==> config.mk <==
export PLATFORM = sky130hd
export DESIGN_NAME = timer_apb_slave
export DESIGN_NICKNAME = d
export VERILOG_FILES = /design/src/rtl/timer_apb_pkg.sv /design/src/rtl/timer_apb_fsm.sv /design/src/rtl/timer_apb_slave.sv
export SDC_FILE = /design/constraint.sdc
export NUM_CORES = 1
export LEC_CHECK = 0
export ABC_AREA = 0
export CORE_UTILIZATION = 38
export DETAILED_ROUTE_END_ITERATION = 10
export PLACE_DENSITY = 0.69
export SLEW_MARGIN = 20
export SYNTH_ARGS = -nofsm -noshare
export SYNTH_HDL_FRONTEND = slang
export SYNTH_SLANG_ARGS = --single-unit
==> constraint.sdc <==
create_clock -name pclk -period 3.5 [get_ports pclk]
set_input_delay 0.7 -clock pclk [delete_from_list [all_inputs] [get_ports pclk]]
set_output_delay 0.7 -clock pclk [all_outputs]
set_load 0.05 [all_outputs]
==> src/rtl/timer_apb_pkg.sv <==
// +--------------------------------------------------------------------------+
// | Module : timer_apb_pkg                                                   |
// | Brief  : Register map, field positions and APB FSM states of the timer   |
// |          register slave.                                                 |
// | Rev    : 1.0  initial release                                            |
// +--------------------------------------------------------------------------+
`default_nettype none

package timer_apb_pkg;

    localparam logic [2:0] C_ADDR_TDR  = 3'h0;
    localparam logic [2:0] C_ADDR_TCR  = 3'h1;
    localparam logic [2:0] C_ADDR_TSR  = 3'h2;
    localparam logic [2:0] C_ADDR_TIER = 3'h3;
    localparam logic [2:0] C_ADDR_TCNT = 3'h4;

    localparam int C_TCR_LOAD       = 7;
    localparam int C_TCR_DW         = 5;
    localparam int C_TCR_EN         = 4;
    localparam int C_TCR_CLKSEL_LSB = 0;

    // Implemented TCR bits: LOAD, DW, EN and CLKSEL[1:0]
    localparam logic [7:0] C_TCR_MASK = 8'hB3;

    localparam int C_TSR_OVF = 0;
    localparam int C_TSR_UDF = 1;

    typedef enum logic [1:0] {
        IDLE   = 2'd0,
        SETUP  = 2'd1,
        ACCESS = 2'd2
    } apb_state_t;

    function automatic logic addr_mapped(input logic [2:0] addr);
        return addr <= C_ADDR_TCNT;
    endfunction

endpackage

`default_nettype wire

==> src/rtl/timer_apb_fsm.sv <==
// +--------------------------------------------------------------------------+
// | Module : timer_apb_fsm                                                   |
// | Brief  : APB transfer sequencer with programmable wait states; issues    |
// |          pready, a single-cycle commit strobe and a read-capture strobe. |
// | Rev    : 1.0  initial release                                            |
// +--------------------------------------------------------------------------+
`default_nettype none

module timer_apb_fsm
    import timer_apb_pkg::*;
#(
    parameter int WAIT_CYCLES = 0
) (
    input  logic clk,
    input  logic rst_n,
    input  logic i_psel,
    input  logic i_penable,
    output logic o_pready,
    output logic o_commit,
    output logic o_rd_load
);

    localparam logic [2:0] C_WAIT_INIT = 3'(WAIT_CYCLES);

    apb_state_t r_state;
    apb_state_t w_state_nxt;
    logic [2:0] r_wait;
    logic [2:0] w_wait_nxt;

    always_ff @(posedge clk or negedge rst_n) begin
        if (!rst_n) begin
            r_state <= IDLE;
            r_wait  <= 3'd0;
        end else begin
            r_state <= w_state_nxt;
            r_wait  <= w_wait_nxt;
        end
    end

    // o_rd_load fires one cycle ahead of pready so read data can be registered
    always_comb begin
        w_state_nxt = r_state;
        w_wait_nxt  = r_wait;
        o_pready    = 1'b0;
        o_rd_load   = 1'b0;
        case (r_state)
            IDLE: begin
                if (i_psel && !i_penable) begin
                    w_state_nxt = SETUP;
                end
            end
            SETUP: begin
                if (!i_psel) begin
                    w_state_nxt = IDLE;
                end else begin
                    w_state_nxt = ACCESS;
                    w_wait_nxt  = C_WAIT_INIT;
                    o_rd_load   = (C_WAIT_INIT == 3'd0);
                end
            end
            ACCESS: begin
                if (!i_psel) begin
                    w_state_nxt = IDLE;
                    w_wait_nxt  = 3'd0;
                end else if (r_wait != 3'd0) begin
                    w_wait_nxt = r_wait - 3'd1;
                    o_rd_load  = (r_wait == 3'd1);
                end else begin
                    o_pready    = 1'b1;
                    w_state_nxt = i_penable ? IDLE : SETUP;
                end
            end
            default: begin
                w_state_nxt = IDLE;
            end
        endcase
    end

    assign o_commit = o_pready;

endmodule

`default_nettype wire

==> src/rtl/timer_apb_slave.sv <==
// +--------------------------------------------------------------------------+
// | Module : timer_apb_slave                                                 |
// | Brief  : APB register file for the 8-bit timer (TDR/TCR/TSR/TIER/TCNT).  |
// |          Optional interrupt logic enabled by macro TIMER_IRQ_EN.         |
// | Rev    : 1.0  initial release                                            |
// +--------------------------------------------------------------------------+
`default_nettype none

module timer_apb_slave
    import timer_apb_pkg::*;
#(
    parameter int ADDR_W      = 8,
    parameter int WAIT_CYCLES = 0
) (
    input  logic              pclk,
    input  logic              presetn,
    input  logic              psel,
    input  logic              penable,
    input  logic              pwrite,
    input  logic [ADDR_W-1:0] paddr,
    input  logic [7:0]        pwdata,
    output logic [7:0]        prdata,
    output logic              pready,
    output logic              pslverr,
    input  logic [7:0]        cnt_val,
    input  logic              ovf_pulse,
    input  logic              udf_pulse,
    output logic [7:0]        tdr_o,
    output logic              load_o,
    output logic              dw_o,
    output logic              en_o,
    output logic [1:0]        clk_sel_o,
    output logic              irq
);

    logic       w_commit;
    logic       w_rd_load;
    logic       w_upper_zero;
    logic       w_mapped;
    logic       w_wr;
    logic [2:0] w_reg_addr;
    logic [7:0] w_rdata;
    logic [1:0] w_tsr_nxt;
    logic [1:0] w_tier;

    logic [7:0] r_tdr;
    logic [7:0] r_tcr;
    logic [1:0] r_tsr;
    logic [7:0] r_prdata;
    logic       r_pslverr;

    timer_apb_fsm #(
        .WAIT_CYCLES (WAIT_CYCLES)
    ) u_fsm (
        .clk       (pclk),
        .rst_n     (presetn),
        .i_psel    (psel),
        .i_penable (penable),
        .o_pready  (pready),
        .o_commit  (w_commit),
        .o_rd_load (w_rd_load)
    );

    generate
        if (ADDR_W > 3) begin : g_upper_decode
            assign w_upper_zero = ~|paddr[ADDR_W-1:3];
        end else begin : g_no_upper
            assign w_upper_zero = 1'b1;
        end
    endgenerate

    assign w_reg_addr = paddr[2:0];
    assign w_mapped   = w_upper_zero && addr_mapped(w_reg_addr);
    assign w_wr       = w_commit && pwrite && w_mapped;

    always_ff @(posedge pclk or negedge presetn) begin
        if (!presetn) begin
            r_tdr <= 8'h00;
            r_tcr <= 8'h00;
            r_tsr <= 2'b00;
        end else begin
            if (w_wr && (w_reg_addr == C_ADDR_TDR)) begin
                r_tdr <= pwdata;
            end
            if (w_wr && (w_reg_addr == C_ADDR_TCR)) begin
                r_tcr <= pwdata & C_TCR_MASK;
            end
            r_tsr <= w_tsr_nxt;
        end
    end

    // Write-0-to-clear first, then OR in the core's events so a set wins
    always_comb begin
        w_tsr_nxt = r_tsr;
        if (w_wr && (w_reg_addr == C_ADDR_TSR)) begin
            w_tsr_nxt = r_tsr & pwdata[1:0];
        end
        w_tsr_nxt[C_TSR_OVF] = w_tsr_nxt[C_TSR_OVF] | ovf_pulse;
        w_tsr_nxt[C_TSR_UDF] = w_tsr_nxt[C_TSR_UDF] | udf_pulse;
    end

`ifdef TIMER_IRQ_EN
    logic [1:0] r_tier;
    logic       r_irq;

    always_ff @(posedge pclk or negedge presetn) begin
        if (!presetn) begin
            r_tier <= 2'b00;
            r_irq  <= 1'b0;
        end else begin
            if (w_wr && (w_reg_addr == C_ADDR_TIER)) begin
                r_tier <= pwdata[1:0];
            end
            r_irq <= |(r_tsr & r_tier);
        end
    end

    assign w_tier = r_tier;
    assign irq    = r_irq;
`else
    assign w_tier = 2'b00;
    assign irq    = 1'b0;
`endif

    always_comb begin
        w_rdata = 8'h00;
        case (w_reg_addr)
            C_ADDR_TDR:  w_rdata = r_tdr;
            C_ADDR_TCR:  w_rdata = r_tcr;
            C_ADDR_TSR:  w_rdata = {6'b0, r_tsr};
            C_ADDR_TIER: w_rdata = {6'b0, w_tier};
            C_ADDR_TCNT: w_rdata = cnt_val;
            default:     w_rdata = 8'h00;
        endcase
    end

    // Read data and error are captured the cycle before pready
    always_ff @(posedge pclk or negedge presetn) begin
        if (!presetn) begin
            r_prdata  <= 8'h00;
            r_pslverr <= 1'b0;
        end else begin
            r_prdata  <= (w_rd_load && !pwrite && w_mapped) ? w_rdata : 8'h00;
            r_pslverr <= w_rd_load && !w_mapped;
        end
    end

    assign prdata  = pready ? r_prdata : 8'h00;
    assign pslverr = pready && r_pslverr;

    assign tdr_o     = r_tdr;
    assign load_o    = r_tcr[C_TCR_LOAD];
    assign dw_o      = r_tcr[C_TCR_DW];
    assign en_o      = r_tcr[C_TCR_EN];
    assign clk_sel_o = r_tcr[C_TCR_CLKSEL_LSB +: 2];

endmodule

`default_nettype wire
==> flow_metrics.py <==
# Synthesis and PnR figures
metrics = {
    "logic_synthesis": {
        "synth_area_mm2": 0.00164,
        "logic_family": "simple AND/OR/NAND/NOR gates",
        "compound_area_share_pct": 9.64,
        "ys.warnings.count": 0,
        "topCellsByArea": "dfrtp_1 (44%), mux2_2 (9.0%), mux2i_1 (5.5%), ha_1 (5.4%), and2_1 (3.4%)",
        "common_cells": "dfrtp_1 (29), mux2_2 (13), and2_1 (9), mux2i_1 (9)",
        "synth-area-yosys_mm2": 0.00164,
        "netlist_instances": 147,
        "mux_share_pct": 14.5,
        "yosysMostFrequentCell": "dfrtp_1",
        "synthesis.nets": 185,
        "adder_share_pct": 5.36,
        "synth_area_leader_cell": "dfrtp_1",
        "synth-async-reset-ratio_pct": 100,
        "simple_gate_share_pct": 22.3,
        "ys_cells": 147,
        "edf_count": 0,
        "synth_top_area_share_pct": 44.4,
        "ys_seq_share_pct": 44.4,
        "ys_types": 40,
        "syn_area_per_cell_um2": 11.1,
        "synth_flops": 29,
    },
    "worst_hold_path": {
        "hold_end": "r_tsr[1]$_DFF_PN0_",
        "worstHoldStart": "r_tsr[1]$_DFF_PN0_",
        "hold_class": "reg -> reg",
    },
    "timing": {
        "hold_slack_ns": 0.485,
        "finalClockPeriodUsage_pct": 83.4,
        "slew_violations": 0,
        "rsz0062_at_grt": "no",
        "hold_viol": 0,
        "tightest_slew_ns": 0.699,
        "final.min_clock_period_ns": 2.92,
        "slew_headroom_pct": 52.8,
        "setup_tns_ns": 0,
        "finalSetupViolations": 0,
    },
    "job": {
        "warning_count": 31,
        "cap_violations": 0,
    },
    "detailed_routing": {
        "post_drt_wl_per_cell_um": 15.4,
        "ant_nets": 0,
        "drt_wl_total_um": 3940,
        "routed_via_density": 5.23,
        "drt_iter0_drc": 42,
        "vias": 1339,
        "first_pass_iters": 4,
    },
    "critical_path": {
        "start_kind": "input pin",
        "reg2regPathDepth": 6,
        "r2r_end": "tdr_o[2]$_DFFE_PN0P_",
        "cpLargestDelayFamily": "buffers and inverters",
        "reg2reg_slack_ns": 1.31,
        "worstPathMaxFanout": 12,
        "critPathKind": "in -> out",
        "crit_path_cell_trace": "clkdlybuf4s50_1 > nand4b_1 > inv_1 > and2_1 > buf_12",
        "cp.required_ns": 2.80,
        "worst_path_max_delay_cell": "clkdlybuf4s50_1",
        "critPathArrivalTime_ns": 2.22,
        "crit_path_end": "prdata[4]",
        "crit_start": "psel",
        "worstSetupPathDepth": 5,
        "path_buffers": 3,
    },
    "run_status": {
        "status": "finished, final reports clean",
    },
    "global_routing": {
        "grtUsageMet2_pct": 31.2,
        "grt.total_usage_pct": 19.6,
        "grt_start_max_net_pins": 30,
        "grt_pass1_wl_um": 6490,
        "busiest_layer": "met2",
        "grt_use_met3_pct": 5.07,
        "antenna_found_initial": 0,
    },
    "floorplanning": {
        "die_area_mm2": 0.00457,
        "die_h_um": 67.6,
        "core-area_mm2": 0.00406,
        "fp-utilization_pct": 40.3,
        "io_pins": 55,
    },
    "place": {
        "gp_congestion": 0.785,
        "hpwl_um": 3140,
        "dp_cells": 248,
        "io_buffers": 53,
    },
    "power_and_ir_drop": {
        "power_uw": 980,
        "vdd_ir_drop_max_uv": 256,
        "p_per_area_mw_per_mm2": 400,
        "power.leakage_uw": 0.00105,
    },
    "clocking": {
        "clk_pin_slew_ns": 0.06,
        "cts_max_level": 2,
        "cts_root_buffer": "clkbuf_8",
        "ctsHoldBuffers": 0,
    },
    "layout": {
        "final_cells": 256,
        "syn2layout_area_growth_pct": 49.8,
        "nFillCells": 341,
        "design.final.nets": 243,
        "post_route_cells_drive_above_1_share_pct": 19.9,
    },
}
final cells by class:
cell class	instances	area, um^2	area share (%)
inverter	7	26.3	1.07
clock buffer	7	86.3	3.52
multi-input combinational	104	851	34.7
tap	50	62.6	2.55
clock inverter	1	30.0	1.23
timing repair buffer	58	668	27.3
sequential	29	726	29.6
layer usage:
| layer | wire length (um) | up-vias |
|---|---|---|
| met2 | 1990 | 30 |
| met3 | 139 | 7 |
| met1 | 1710 | 644 |
| met5 | 0 | - |
| li1 | - | 658 |
| met4 | 101 | 0 |
layout by cell type, fill, tap and decap left out, drive strengths merged, types with 2 or more instances in the layout:
cell           Yosys  layout
inv                7       7
nor4bb             4       4
a21o               2       2
mux2              13      13
o2bb2ai            2       2
nor4               6       6
nor2b              3       3
mux2i              9       9
a32o               2       2
clkbuf             3       7
nand2              5       5
nor4b              2       2
ha                 7       7
nand2b             4       4
nand4              3       3
and2               9       9
clkdlybuf4s50      0      43
a31oi              2       2
dfrtp             29      29
buf                4      15
o2111ai            3       3
a21oi              6       6
or3                2       2
nor2               3       3
or2                4       4
sequential cells by signal (all words and copies together), names as in the netlist:
register and cells:
r_tsr 2, r_tcr 5, u_fsm.r_state 2, u_fsm.r_wait 3, r_prdata 8, tdr_o 8, r_pslverr 1
metrics by stage:
| step | util [%] | setup WS, ns | cell area [um^2] |
|---|---|---|---|
| after global placement | 57.5 | 0.617 | 2330 |
| after CTS | 60.4 | 0.590 | 2450 |
| after floorplan | - | 0.436 | 1640 |
| after global routing | 60.4 | 0.467 | 2450 |
| final | 60.4 | 0.583 | 2450 |
| after detailed placement | 57.5 | 0.608 | 2330 |
power by group:
part	switching [uW]	leakage (uW)	internal (uW)
clock network	123	0.0000585	232
logic	144	0.000595	118
registers	13.2	0.000393	350
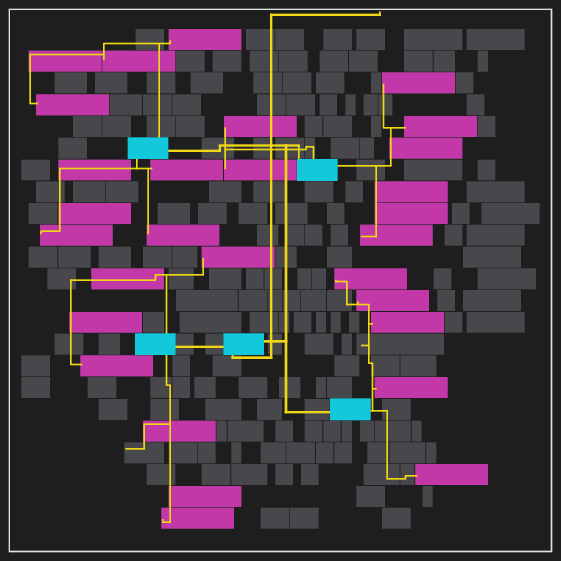
*Clock distribution*
Scale: 8 px per um.
[magenta] flip-flops | count: 29
[cyan] clock drivers | count: 5
[yellow] clock wires | length: 391 um
flops lie: widely spread
clock share of power: 36.2%
Setup Skew: 0.00523 ns
Latency at later pin: 0.28 ns
Clk. pwr: 354 uW

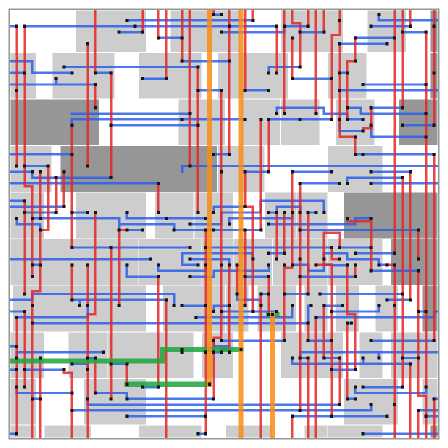
*A small window of the routed layout*
Region (21, 21) to (46, 46) um. Cells in gray, sequential cells in the stronger gray; small squares are vias.
[green] metal 3
[orange] metal 4
[blue] metal 1
[red] metal 2
cells with their middle in the window: 46
netlist names of flops here include: `tdr_o` (2), `r_prdata` (1)
sequential cells in the window: 3

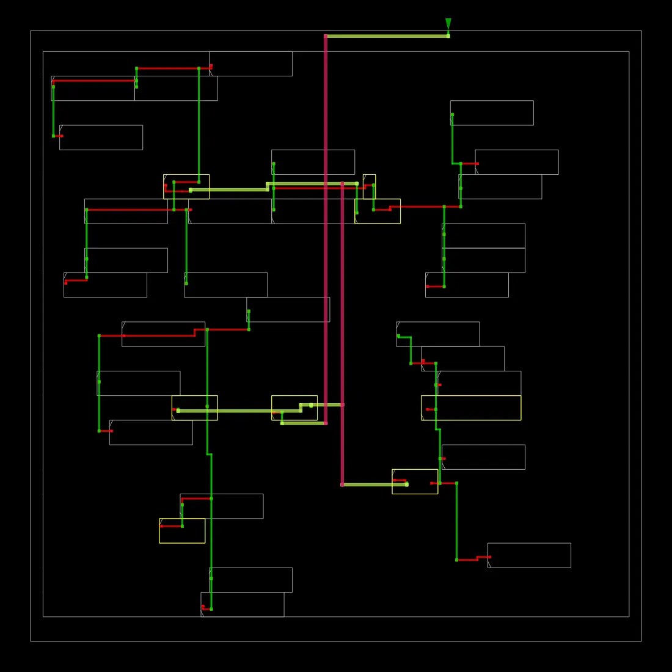
*The clock network*
clock sinks: 29
TritonCTS buffer count: 5
flop count: 29
clkbuf count: 7

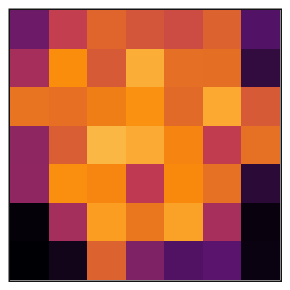
*Local utilization*
Scale: 4 px per um. 7 x 7 tiles, from black (low) to pale yellow (high), 0 to 100% covered.
mean over tiles: 52%
nearly empty tiles: 4.1%
fullest tile: 84%

No activity file was given, so power comes from the tool's default toggle rates.
